### config.mk
export PLATFORM = sky130hd
export DESIGN_NAME = imem_fetch_ctrl_flat
export DESIGN_NICKNAME = d
export VERILOG_FILES = /design/src/rtl/imem_fetch_ctrl_if.sv /design/src/rtl/imem_fetch_ctrl.sv /design/src/flat_wrapper.sv
export SDC_FILE = /design/constraint.sdc
export NUM_CORES = 1
export LEC_CHECK = 0
export CAP_MARGIN = 10
export CORE_MARGIN = 2
export CORE_UTILIZATION = 43
export DETAILED_ROUTE_END_ITERATION = 12
export PLACE_DENSITY_LB_ADDON = 0.08
export RECOVER_POWER = 50
export SYNTH_ARGS = -nofsm -noshare
export SYNTH_HDL_FRONTEND = slang
export SYNTH_SLANG_ARGS = --single-unit
### constraint.sdc
create_clock -name clk -period 3 [get_ports clk]
set_clock_uncertainty 0.15 [all_clocks]
set_input_delay 0.3 -clock clk [delete_from_list [all_inputs] [get_ports clk]]
set_output_delay 0.3 -clock clk [all_outputs]
set_load 0.05 [all_outputs]
### src/rtl/imem_fetch_ctrl_if.sv
// Bundle of the fetch sequencer's handshakes: run control, instruction-memory
// read and write ports, loader, redirect and the decode-facing fetch slot.
interface imem_fetch_ctrl_if;
  // Run control
  logic        start;
  logic        stop;
  // Instruction memory read port
  logic [31:0] imem_pc;
  logic [31:0] imem_instruction;
  // Loader and instruction memory write port
  logic        load_valid;
  logic        load_ready;
  logic [5:0]  load_addr;
  logic [31:0] load_data;
  logic        imem_we;
  logic [5:0]  imem_waddr;
  logic [31:0] imem_wdata;
  // Branch/jump redirect
  logic        redirect_valid;
  logic [31:0] redirect_pc;
  // Fetch slot towards decode
  logic        if_valid;
  logic        if_ready;
  logic [31:0] if_instr;
  logic [31:0] if_pc;
  // Status
  logic        halted;
  logic        err;

  // Environment side: drives control, loader, redirect and returns memory data
  modport master (
    output start, stop, imem_instruction, load_valid, load_addr, load_data,
           redirect_valid, redirect_pc, if_ready,
    input  imem_pc, load_ready, imem_we, imem_waddr, imem_wdata,
           if_valid, if_instr, if_pc, halted, err
  );

  // Sequencer side
  modport slave (
    input  start, stop, imem_instruction, load_valid, load_addr, load_data,
           redirect_valid, redirect_pc, if_ready,
    output imem_pc, load_ready, imem_we, imem_waddr, imem_wdata,
           if_valid, if_instr, if_pc, halted, err
  );
endinterface

### src/rtl/imem_fetch_ctrl.sv
// Instruction-fetch sequencer: owns the PC, fills a single valid/ready fetch
// slot from a combinational instruction memory, applies redirects, halts on
// the zero word that terminates the program image, and lets a loader write
// the memory while idle.
module imem_fetch_ctrl #(
  parameter int unsigned DEPTH        = 64,
  parameter logic [31:0] RESET_PC     = 32'h0000_0000,
  parameter bit          STOP_ON_ZERO = 1'b1
) (
  input logic             clk,
  input logic             rst,
  imem_fetch_ctrl_if.slave bus
);

  typedef enum logic [1:0] {StIdle, StRun, StHalt} state_e;

  state_e      state_q, state_d;
  logic [31:0] pc_q, pc_d;
  logic        if_valid_q, if_valid_d;
  logic [31:0] if_instr_q, if_instr_d;
  logic [31:0] if_pc_q, if_pc_d;
  logic        we_q, we_d;
  logic [5:0]  waddr_q, waddr_d;
  logic [31:0] wdata_q, wdata_d;
  logic        err_q, err_d;

  logic slot_free;
  logic out_of_range;

  // Slot can take a new word when empty or when decode drains it this cycle.
  assign slot_free    = !if_valid_q || bus.if_ready;
  assign out_of_range = {2'b00, pc_q[31:2]} >= 32'(DEPTH);

  // Next-state and slot/write-port update; stop beats redirect beats capture.
  always_comb begin
    state_d    = state_q;
    pc_d       = pc_q;
    if_valid_d = if_valid_q;
    if_instr_d = if_instr_q;
    if_pc_d    = if_pc_q;
    we_d       = 1'b0;
    waddr_d    = waddr_q;
    wdata_d    = wdata_q;
    err_d      = err_q;

    unique case (state_q)
      StIdle: begin
        // A load coinciding with start is still written.
        we_d = bus.load_valid;
        if (bus.load_valid) begin
          waddr_d = bus.load_addr;
          wdata_d = bus.load_data;
        end
        if (bus.start) begin
          state_d = StRun;
          pc_d    = RESET_PC;
        end
      end

      StRun: begin
        if (bus.stop) begin
          state_d    = StIdle;
          if_valid_d = 1'b0;
        end else if (bus.redirect_valid) begin
          // Any capture this cycle is killed; the target is fetched next edge.
          if_valid_d = 1'b0;
          if (bus.redirect_pc[1:0] != 2'b00) begin
            state_d = StHalt;
            err_d   = 1'b1;
          end else begin
            pc_d = bus.redirect_pc;
          end
        end else if (slot_free) begin
          if (out_of_range) begin
            state_d    = StHalt;
            err_d      = 1'b1;
            if_valid_d = 1'b0;
          end else if (STOP_ON_ZERO && (bus.imem_instruction == 32'h0)) begin
            // End-of-image marker is never presented to decode.
            state_d    = StHalt;
            if_valid_d = 1'b0;
          end else begin
            if_instr_d = bus.imem_instruction;
            if_pc_d    = pc_q;
            if_valid_d = 1'b1;
            pc_d       = pc_q + 32'd4;
          end
        end
      end

      StHalt: begin
        if_valid_d = 1'b0;
        if (bus.start) begin
          state_d = StRun;
          pc_d    = RESET_PC;
          err_d   = 1'b0;
        end
      end

      default: begin
        state_d = StIdle;
      end
    endcase
  end

  // State and datapath registers with synchronous reset.
  always_ff @(posedge clk) begin
    if (rst) begin
      state_q    <= StIdle;
      pc_q       <= RESET_PC;
      if_valid_q <= 1'b0;
      if_instr_q <= 32'h0;
      if_pc_q    <= 32'h0;
      we_q       <= 1'b0;
      waddr_q    <= 6'd0;
      wdata_q    <= 32'h0;
      err_q      <= 1'b0;
    end else begin
      state_q    <= state_d;
      pc_q       <= pc_d;
      if_valid_q <= if_valid_d;
      if_instr_q <= if_instr_d;
      if_pc_q    <= if_pc_d;
      we_q       <= we_d;
      waddr_q    <= waddr_d;
      wdata_q    <= wdata_d;
      err_q      <= err_d;
    end
  end

  assign bus.imem_pc    = pc_q;
  assign bus.load_ready = (state_q == StIdle);
  assign bus.imem_we    = we_q;
  assign bus.imem_waddr = waddr_q;
  assign bus.imem_wdata = wdata_q;
  assign bus.if_valid   = if_valid_q;
  assign bus.if_instr   = if_instr_q;
  assign bus.if_pc      = if_pc_q;
  assign bus.halted     = (state_q == StHalt);
  assign bus.err        = err_q;

endmodule

### src/flat_wrapper.sv
// flat-port wrapper written by rule: the top's interface ports become plain ports
module imem_fetch_ctrl_flat 
#(
  parameter int unsigned DEPTH        = 64,
  parameter logic [31:0] RESET_PC     = 32'h0000_0000,
  parameter bit          STOP_ON_ZERO = 1'b1
)
  (clk, rst, bus_start, bus_stop, bus_imem_instruction, bus_load_valid, bus_load_addr, bus_load_data, bus_redirect_valid, bus_redirect_pc, bus_if_ready, bus_imem_pc, bus_load_ready, bus_imem_we, bus_imem_waddr, bus_imem_wdata, bus_if_valid, bus_if_instr, bus_if_pc, bus_halted, bus_err);
  imem_fetch_ctrl_if bus_i ();
  input logic clk;
  input logic rst;
  input wire logic [$bits(bus_i.start)-1:0] bus_start;
  input wire logic [$bits(bus_i.stop)-1:0] bus_stop;
  input wire logic [$bits(bus_i.imem_instruction)-1:0] bus_imem_instruction;
  input wire logic [$bits(bus_i.load_valid)-1:0] bus_load_valid;
  input wire logic [$bits(bus_i.load_addr)-1:0] bus_load_addr;
  input wire logic [$bits(bus_i.load_data)-1:0] bus_load_data;
  input wire logic [$bits(bus_i.redirect_valid)-1:0] bus_redirect_valid;
  input wire logic [$bits(bus_i.redirect_pc)-1:0] bus_redirect_pc;
  input wire logic [$bits(bus_i.if_ready)-1:0] bus_if_ready;
  output wire logic [$bits(bus_i.imem_pc)-1:0] bus_imem_pc;
  output wire logic [$bits(bus_i.load_ready)-1:0] bus_load_ready;
  output wire logic [$bits(bus_i.imem_we)-1:0] bus_imem_we;
  output wire logic [$bits(bus_i.imem_waddr)-1:0] bus_imem_waddr;
  output wire logic [$bits(bus_i.imem_wdata)-1:0] bus_imem_wdata;
  output wire logic [$bits(bus_i.if_valid)-1:0] bus_if_valid;
  output wire logic [$bits(bus_i.if_instr)-1:0] bus_if_instr;
  output wire logic [$bits(bus_i.if_pc)-1:0] bus_if_pc;
  output wire logic [$bits(bus_i.halted)-1:0] bus_halted;
  output wire logic [$bits(bus_i.err)-1:0] bus_err;
  assign bus_i.start = bus_start;
  assign bus_i.stop = bus_stop;
  assign bus_i.imem_instruction = bus_imem_instruction;
  assign bus_i.load_valid = bus_load_valid;
  assign bus_i.load_addr = bus_load_addr;
  assign bus_i.load_data = bus_load_data;
  assign bus_i.redirect_valid = bus_redirect_valid;
  assign bus_i.redirect_pc = bus_redirect_pc;
  assign bus_i.if_ready = bus_if_ready;
  assign bus_imem_pc = bus_i.imem_pc;
  assign bus_load_ready = bus_i.load_ready;
  assign bus_imem_we = bus_i.imem_we;
  assign bus_imem_waddr = bus_i.imem_waddr;
  assign bus_imem_wdata = bus_i.imem_wdata;
  assign bus_if_valid = bus_i.if_valid;
  assign bus_if_instr = bus_i.if_instr;
  assign bus_if_pc = bus_i.if_pc;
  assign bus_halted = bus_i.halted;
  assign bus_err = bus_i.err;
  imem_fetch_ctrl #(.DEPTH(DEPTH), .RESET_PC(RESET_PC), .STOP_ON_ZERO(STOP_ON_ZERO)) u_core (.clk(clk), .rst(rst), .bus(bus_i));
endmodule
Fig. 1: run 1, logic cells by family
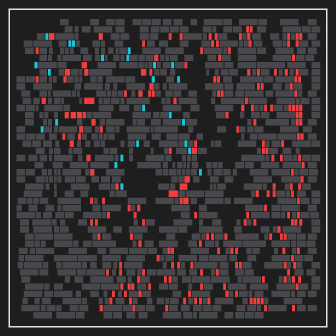
- red: nand cells (cells 201; most used nand2_1; where spread over the die)
- cyan: inv cells (cells 24; most used inv_1)
Layout Cells excl Fill: 1141
logic share of the area: 30.30%

Fig. 2: run 1, clock nets
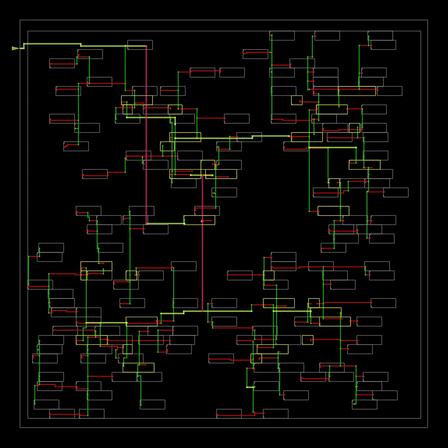
CTS buffer count: 17
clock buf count: 17
Clock Latency Late Sink: 0.42 ns

Fig. 3: run 1, the metal 1 layer
Supply wires on this layer in grey.
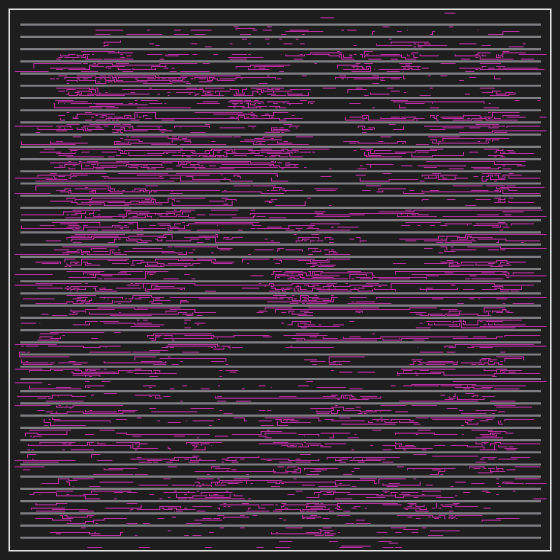
- nets with wire on the layer: 924
- main direction: horizontal
- longest straight run: 37.7 um

==> results.cfg, run 1 <==
; generated from flow reports
[place]
io_buffer_count = 247
pre_cts_ws_ns = 0.2317
place_area_sq_um = 8407
gp_congestion = 0.8454

[global_routing]
grt_busiest_layer = met2
met2_usage_pct = 41.94
grtUsageTotal_pct = 24.42
grt_max_degree = 65

[synth]
yosysCellCount = 727
numSynthFlops = 139
ys_sh_adder_pct = 1.292
ys_top_logic_family = simple AND/OR/NAND/NOR gates
synth_async_sr_flop_share_pct = 0
yosysSeqAreaShare_pct = 47.90
syn_area_per_cell_sq_um = 7.991
area_leaders = dfxtp_1 (48%), nand2_1 (11%), a21oi_1 (10%)
synth.most_common_cell = nand2_1
synth.cellmix.xorXnorShare_pct = 0.3015
edf_count = 0
ys_sh_mux_pct = 1.034
fp_nets = 842
common_cells = nand2_1 (177), dfxtp_1 (139), a21oi_1 (121)
syn-cell-area_sq_um = 5809
ys_area_sq_um = 5809
simple_gate_share_pct = 24.47
top_area_cell = dfxtp_1
flop_cell = dfxtp_1

[final_layout]
final_cell_mix = nand2_1 (177), dfxtp_1 (139), clkdlybuf4s50_1 (135), a21oi_1 (120), dlygate4sd3_1 (110)
stdcell_area_sq_um = 8982
diodes = 0
syn2layout_area_growth_pct = 54.62
seqCellArea_sq_um = 2783
fillCellCount = 1120
logic_area_sq_um = 2721
postLayoutCoreUtil_pct = 67.83

[setup_path]
cp.depth = 7
worst-r2r-setup-slack_ns = 0.31
cpPeakStageDelay_ns = 0.49
worst_path_dominant_cell_family = simple AND/OR/NAND/NOR gates
required_ns = 3.19
startpoint_type = flip-flop
rr_worst_depth = 7
arrival_ns = 2.88
crit_path_cell_trace = nor4_1 -> nand4_1 -> a211oi_2 -> a21oi_2 -> or3_1 -> buf_4 -> o21ai_0
crit_fanout = 23
slowest_stage = a211oi_2
reg2reg_to = u_core.bus.imem_pc[11]
criticalPathCategory = flip-flop to flip-flop
r2r-start = u_core.bus.imem_pc[15]

[timing]
slew_violations = 0
tightest_slew_ns = 1.152
holdWs_ns = 0.1808
setup_viol = 0
min_period_ns = 2.690
max_slew_margin_pct = 23.23
layout_setup_ws_ns = 0.3103
hold_viol_final = 0
grt_setup_unrepaired = false

[drt]
antenna_left = 0
top_layer_used = met4
via_per_inst = 5.364
routed_wl_um = 18150
routed-wl-met2_um = 9000
met3_length_um = 1311
drtIter0Drc = 440
via_count = 6120
drcViolationCount = 0
drtPass1Iterations = 5

[power_and_ir_drop]
p_total_mw = 5.565
p_seq_share_pct = 37.0
pwr-share-comb_pct = 26.3
ir_drop_uv = 361.4
p_sw_mw = 1.910
leakage_nw = 3.632
power_frac_clock_pct = 36.7
sw_frac_of_total_pct = 34.32
p_int_mw = 3.655

[min_path]
hold_depth = 4
hp-class = input pin to flip-flop

[floorplan]
die_x_um = 120.2
io_pins = 248
die_y_um = 120.2

[clock_tree]
post_cts_resized = 0
cts-root-buf = clkbuf_16
cts_max_path_buffers = 2
htreeDepth = 4

[run_status]
status = finished, final reports clean

[flow_run]
cap_violations = 0
[run 1: power by group through the flow]
stage | clock network (mW) | registers, mW | logic [mW]
4_1_cts | 2.09 | 2.06 | 1.49
3_3_place_gp | 0 | 2.09 | 1.46
2_1_floorplan | 0 | 2.46 | 0.560
5_1_grt | 2.16 | 2.08 | 1.55
6_report | 2.04 | 2.06 | 1.46
3_5_place_dp | 0 | 2.10 | 1.48
[run 1: final cells by class]
type                            instances  area share (%)
Clock buffer                           17           4.736
Clock inverter                         15           1.713
Inverter                               24           1.003
Multi-Input combinational cell        511           30.30
Sequential cell                       139           30.98
Tap cell                              176           2.452
Timing Repair Buffer                  259           28.82
[run 1: tightest hold or removal path, delay by kind of cell]
kind | cells | cell delay, ns
buffers and inverters | 1 | 0.13
muxes | 1 | 0.06
and+or+nand+nor | 2 | 0.22
==> inputs of run 2 (changes only) <==
CTS_BUF_LIST = sky130_fd_sc_hd__clkbuf_16   (was not set)
==> results.cfg, run 2 <==
; generated from flow reports
[timing]
min_period_ns = 2.690
slew_violations = 0
max_slew_margin_pct = 23.23
layout_setup_ws_ns = 0.3103
tightest_slew_ns = 1.152
holdWs_ns = 0.1808

[power_and_ir_drop]
p_comb_mw = 1.46
p_clk_mw = 2.04
power.group.top = registers
p_sw_mw = 1.910
pwr-share-comb_pct = 26.3
seq_power_mw = 2.06
sw_frac_of_total_pct = 34.32
leakage_nw = 3.632
p_int_mw = 3.655
power_frac_clock_pct = 36.7
p_total_mw = 5.565

[drt]
routed_wl_um = 18150
drtPass1Iterations = 5
antenna_left = 0
via_per_inst = 5.364
via_count = 6120
drcViolationCount = 0

[clock_tree]
cts_max_path_buffers = 2
post_cts_resized = 0
htreeDepth = 4
cts-root-buf = clkbuf_16
cts-buffers-inserted = 17

[synth]
ys_top_logic_family = simple AND/OR/NAND/NOR gates
yosysCellCount = 727
ys_sh_adder_pct = 1.292
edf_count = 0
synth.most_common_cell = nand2_1
ys_sh_mux_pct = 1.034
ys_area_sq_um = 5809
synth.cellmix.xorXnorShare_pct = 0.3015
yosysSeqAreaShare_pct = 47.90
simple_gate_share_pct = 24.47
syn-cell-area_sq_um = 5809

[setup_path]
crit_fanout = 23
rr_worst_depth = 7
required_ns = 3.19
arrival_ns = 2.88
reg2reg_to = u_core.bus.imem_pc[11]
worst-r2r-setup-slack_ns = 0.31

[final_layout]
postLayoutCoreUtil_pct = 67.83
finalNonFillerCells = 1141
diodes = 0
final_cell_mix = nand2_1 (177), dfxtp_1 (139), clkdlybuf4s50_1 (135), a21oi_1 (120), dlygate4sd3_1 (110)
stdcell_area_sq_um = 8982
fillCellCount = 1120

[min_path]
hp-class = input pin to flip-flop
hold_depth = 4

[place]
pre_cts_ws_ns = 0.2317
gp_congestion = 0.8454
io_buffer_count = 247
place_area_sq_um = 8407

[global_routing]
grtUsageTotal_pct = 24.42
grt_max_degree = 65

[run_status]
status = finished, final reports clean
-- run 2: cell type report --
class                   count  area, sq um  area share [%]
well taps                 176        220.2           2.452
clock inverters            15        153.9           1.713
multi-input cells         511         2721           30.30
repair buffers            259         2589           28.82
inverters                  24        90.09           1.003
flip-flops and latches    139         2783           30.98
clock buffers              17        425.4           4.736
-- run 2: critical path, stage by stage (launching register included) --
cell and delay [ns]:
dfxtp_1 0.40, nor4_1 0.42, nand4_1 0.24, a211oi_2 0.49, a21oi_2 0.15, or3_1 0.33, buf_4 0.23, o21ai_0 0.19
-- run 2: routing by layer --
metal,up-vias,track usage [%],routed length [um]
met4,0,7.922,210
li1,2993,-,-
met5,-,0,0
met3,19,6.415,1311
met2,250,41.94,9000
met1,2858,29.86,7625
Fig. 4: run 2, the metal 1 layer
Supply wires on this layer in grey.
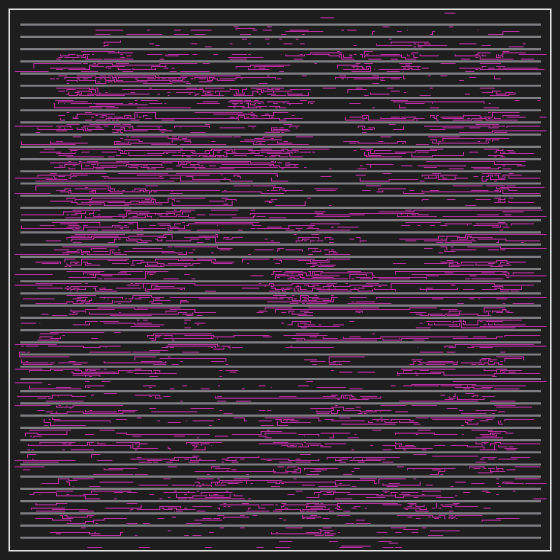
- nets with wire on the layer: 924
- share of all routed wire: 42%
- longest straight run: 37.7 um
- wire length on this layer: 7630 um
- main direction: horizontal

Fig. 5: run 2, PDN straps and rails
Pins as bars on the die edge.
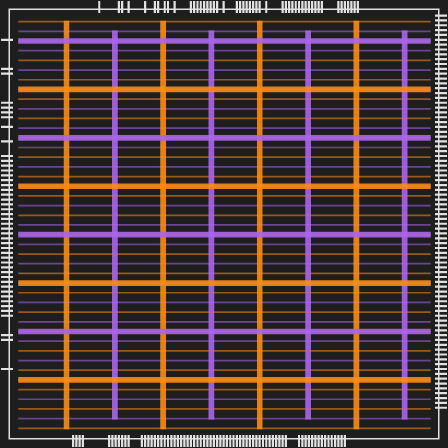
- purple: VDD
- orange: VSS
- rows: 42
- met1 rails: 43
- signal pins: 248
maximum vdd drop: 361.4 uV
core area: 13240 sq um
Die Span X: 120.2 um
chip height: 120.2 um

Fig. 6: run 2, register map, names as in the netlist
Other sequential cells in the stronger grey, the rest of the logic in the fainter grey.
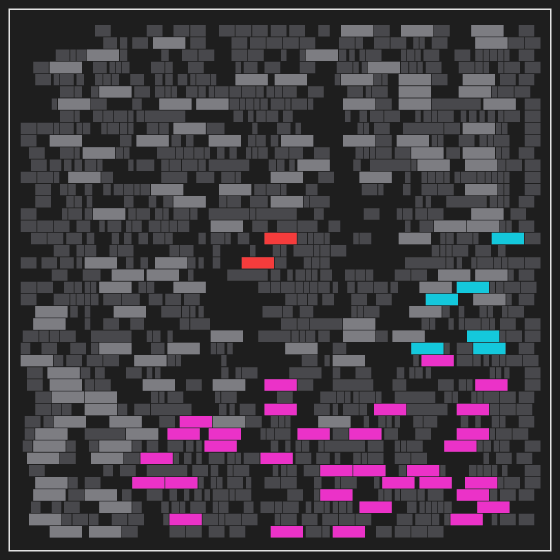
- cyan: u_core.bus.imem_waddr (sequential cells 6; where middle right)
- red: u_core.state_q (sequential cells 2)
- magenta: u_core.bus.if_instr (sequential cells 32)
- not coloured: 99

==> inputs of run 3 (changes only) <==
CAP_MARGIN = 30   (was 10)
Fig. 7: run 3, the metal 1 layer
Supply wires on this layer in grey.
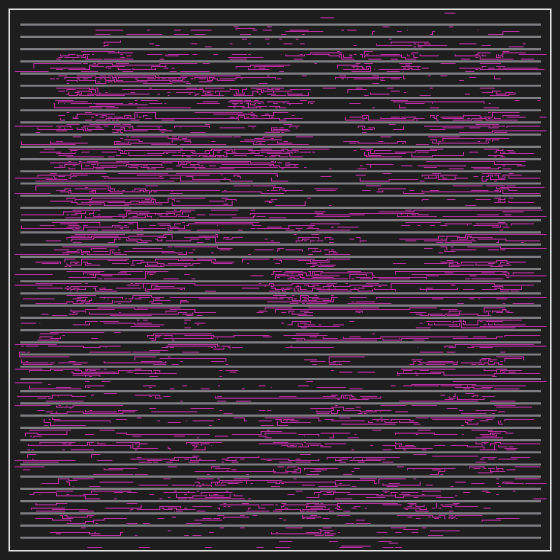
- share of all routed wire: 42%
- nets with wire on the layer: 924
- wire length on this layer: 7630 um
met1 usage: 29.86%
routed via count: 6120
Routed WL: 18150 um

Fig. 8: run 3, clock nets
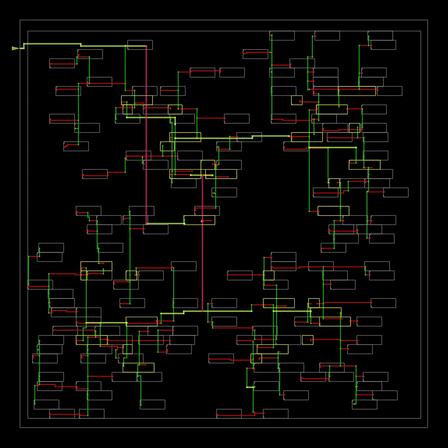
Clock Sinks: 139
seq_cells: 139
clock-net power: 2.04 mW

==> results.cfg, run 3 <==
; generated from flow reports
[setup_path]
cp.depth = 7
path_buffers = 1
arrival_ns = 2.88
required_ns = 3.19
rr_worst_depth = 7
startpoint_type = flip-flop
crit_fanout = 23
cpPeakStageDelay_ns = 0.49
slowest_stage = a211oi_2

[power_and_ir_drop]
pwr-share-comb_pct = 26.3
leakage_nw = 3.632
ir_drop_uv = 361.4
sw_frac_of_total_pct = 34.32
p_seq_share_pct = 37.0
p_int_mw = 3.655
seq_power_mw = 2.06
power_frac_clock_pct = 36.7
p_total_mw = 5.565
power.group.top = registers
p_comb_mw = 1.46
p_sw_mw = 1.910

[global_routing]
grtUsageTotal_pct = 24.42
grt_max_degree = 65
globalRouteMet3Util_pct = 6.415

[final_layout]
syn2layout_area_growth_pct = 54.62
final_cell_mix = nand2_1 (177), dfxtp_1 (139), clkdlybuf4s50_1 (135), a21oi_1 (120), dlygate4sd3_1 (110)
diodes = 0

[synth]
ys_sh_adder_pct = 1.292
syn-cell-area_sq_um = 5809
synth.cellmix.xorXnorShare_pct = 0.3015
top_area_cell = dfxtp_1
simple_gate_share_pct = 24.47
numSynthFlops = 139
ys_sh_mux_pct = 1.034
flop_cell = dfxtp_1
ys_top_logic_family = simple AND/OR/NAND/NOR gates
syn_area_per_cell_sq_um = 7.991
synth_async_sr_flop_share_pct = 0
synth.most_common_cell = nand2_1
common_cells = nand2_1 (177), dfxtp_1 (139), a21oi_1 (121)
yosysSeqAreaShare_pct = 47.90
edf_count = 0
fp_nets = 842

[timing]
slew_violations = 0
max_slew_margin_pct = 23.23
holdWs_ns = 0.1808
layout_setup_ws_ns = 0.3103
grt_setup_unrepaired = false
setup_viol = 0

[clock_tree]
cts-root-buf = clkbuf_16
htreeDepth = 4
cts_max_path_buffers = 2
post_cts_resized = 0

[drt]
via_per_inst = 5.364
routed-wl-met2_um = 9000
drcViolationCount = 0
met3_length_um = 1311
drtIter0Drc = 440
wl_met1_um = 7625
antenna_left = 0

[floorplan]
io_pins = 248
die_x_um = 120.2
die_y_um = 120.2
core_sq_um = 13240

[flow_run]
cap_violations = 0

[run_status]
status = finished, final reports clean

[place]
io_buffer_count = 247
gp_congestion = 0.8454
place_area_sq_um = 8407
Fig. 9: run 3, PDN straps and rails
Pins as bars on the die edge.
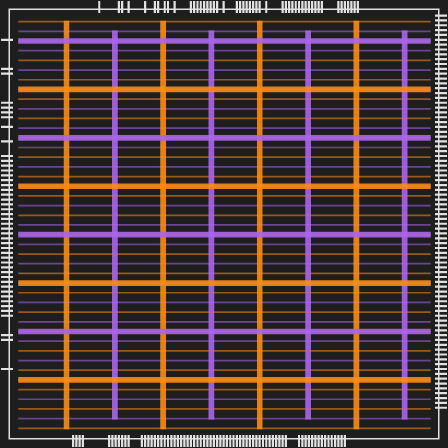
- purple: VDD
- orange: VSS
- signal pins: 248
- met5 straps: 8

[run 3: final timing paths]
kind / start / to / slack, ns
worst max-delay path: u_core.bus.imem_pc[15] / u_core.bus.imem_pc[11] / 0.31
worst min register to register: u_core.bus.if_pc[7] / u_core.bus.if_pc[7] / 0.30
worst max register to register: u_core.bus.imem_pc[15] / u_core.bus.imem_pc[11] / 0.31
worst min-delay path: bus_redirect_valid / u_core.bus.imem_pc[1] / 0.18
[run 3: layout make-up]
class / count / area (sq um)
inverters: 24 / 90.09
fillers: 1120 / 4260
flip-flops and latches: 139 / 2783
repair buffers: 259 / 2589
clock inverters: 15 / 153.9
clock buffers: 17 / 425.4
multi-input cells: 511 / 2721
well taps: 176 / 220.2
No activity file was given, so power comes from the tool's default toggle rates.
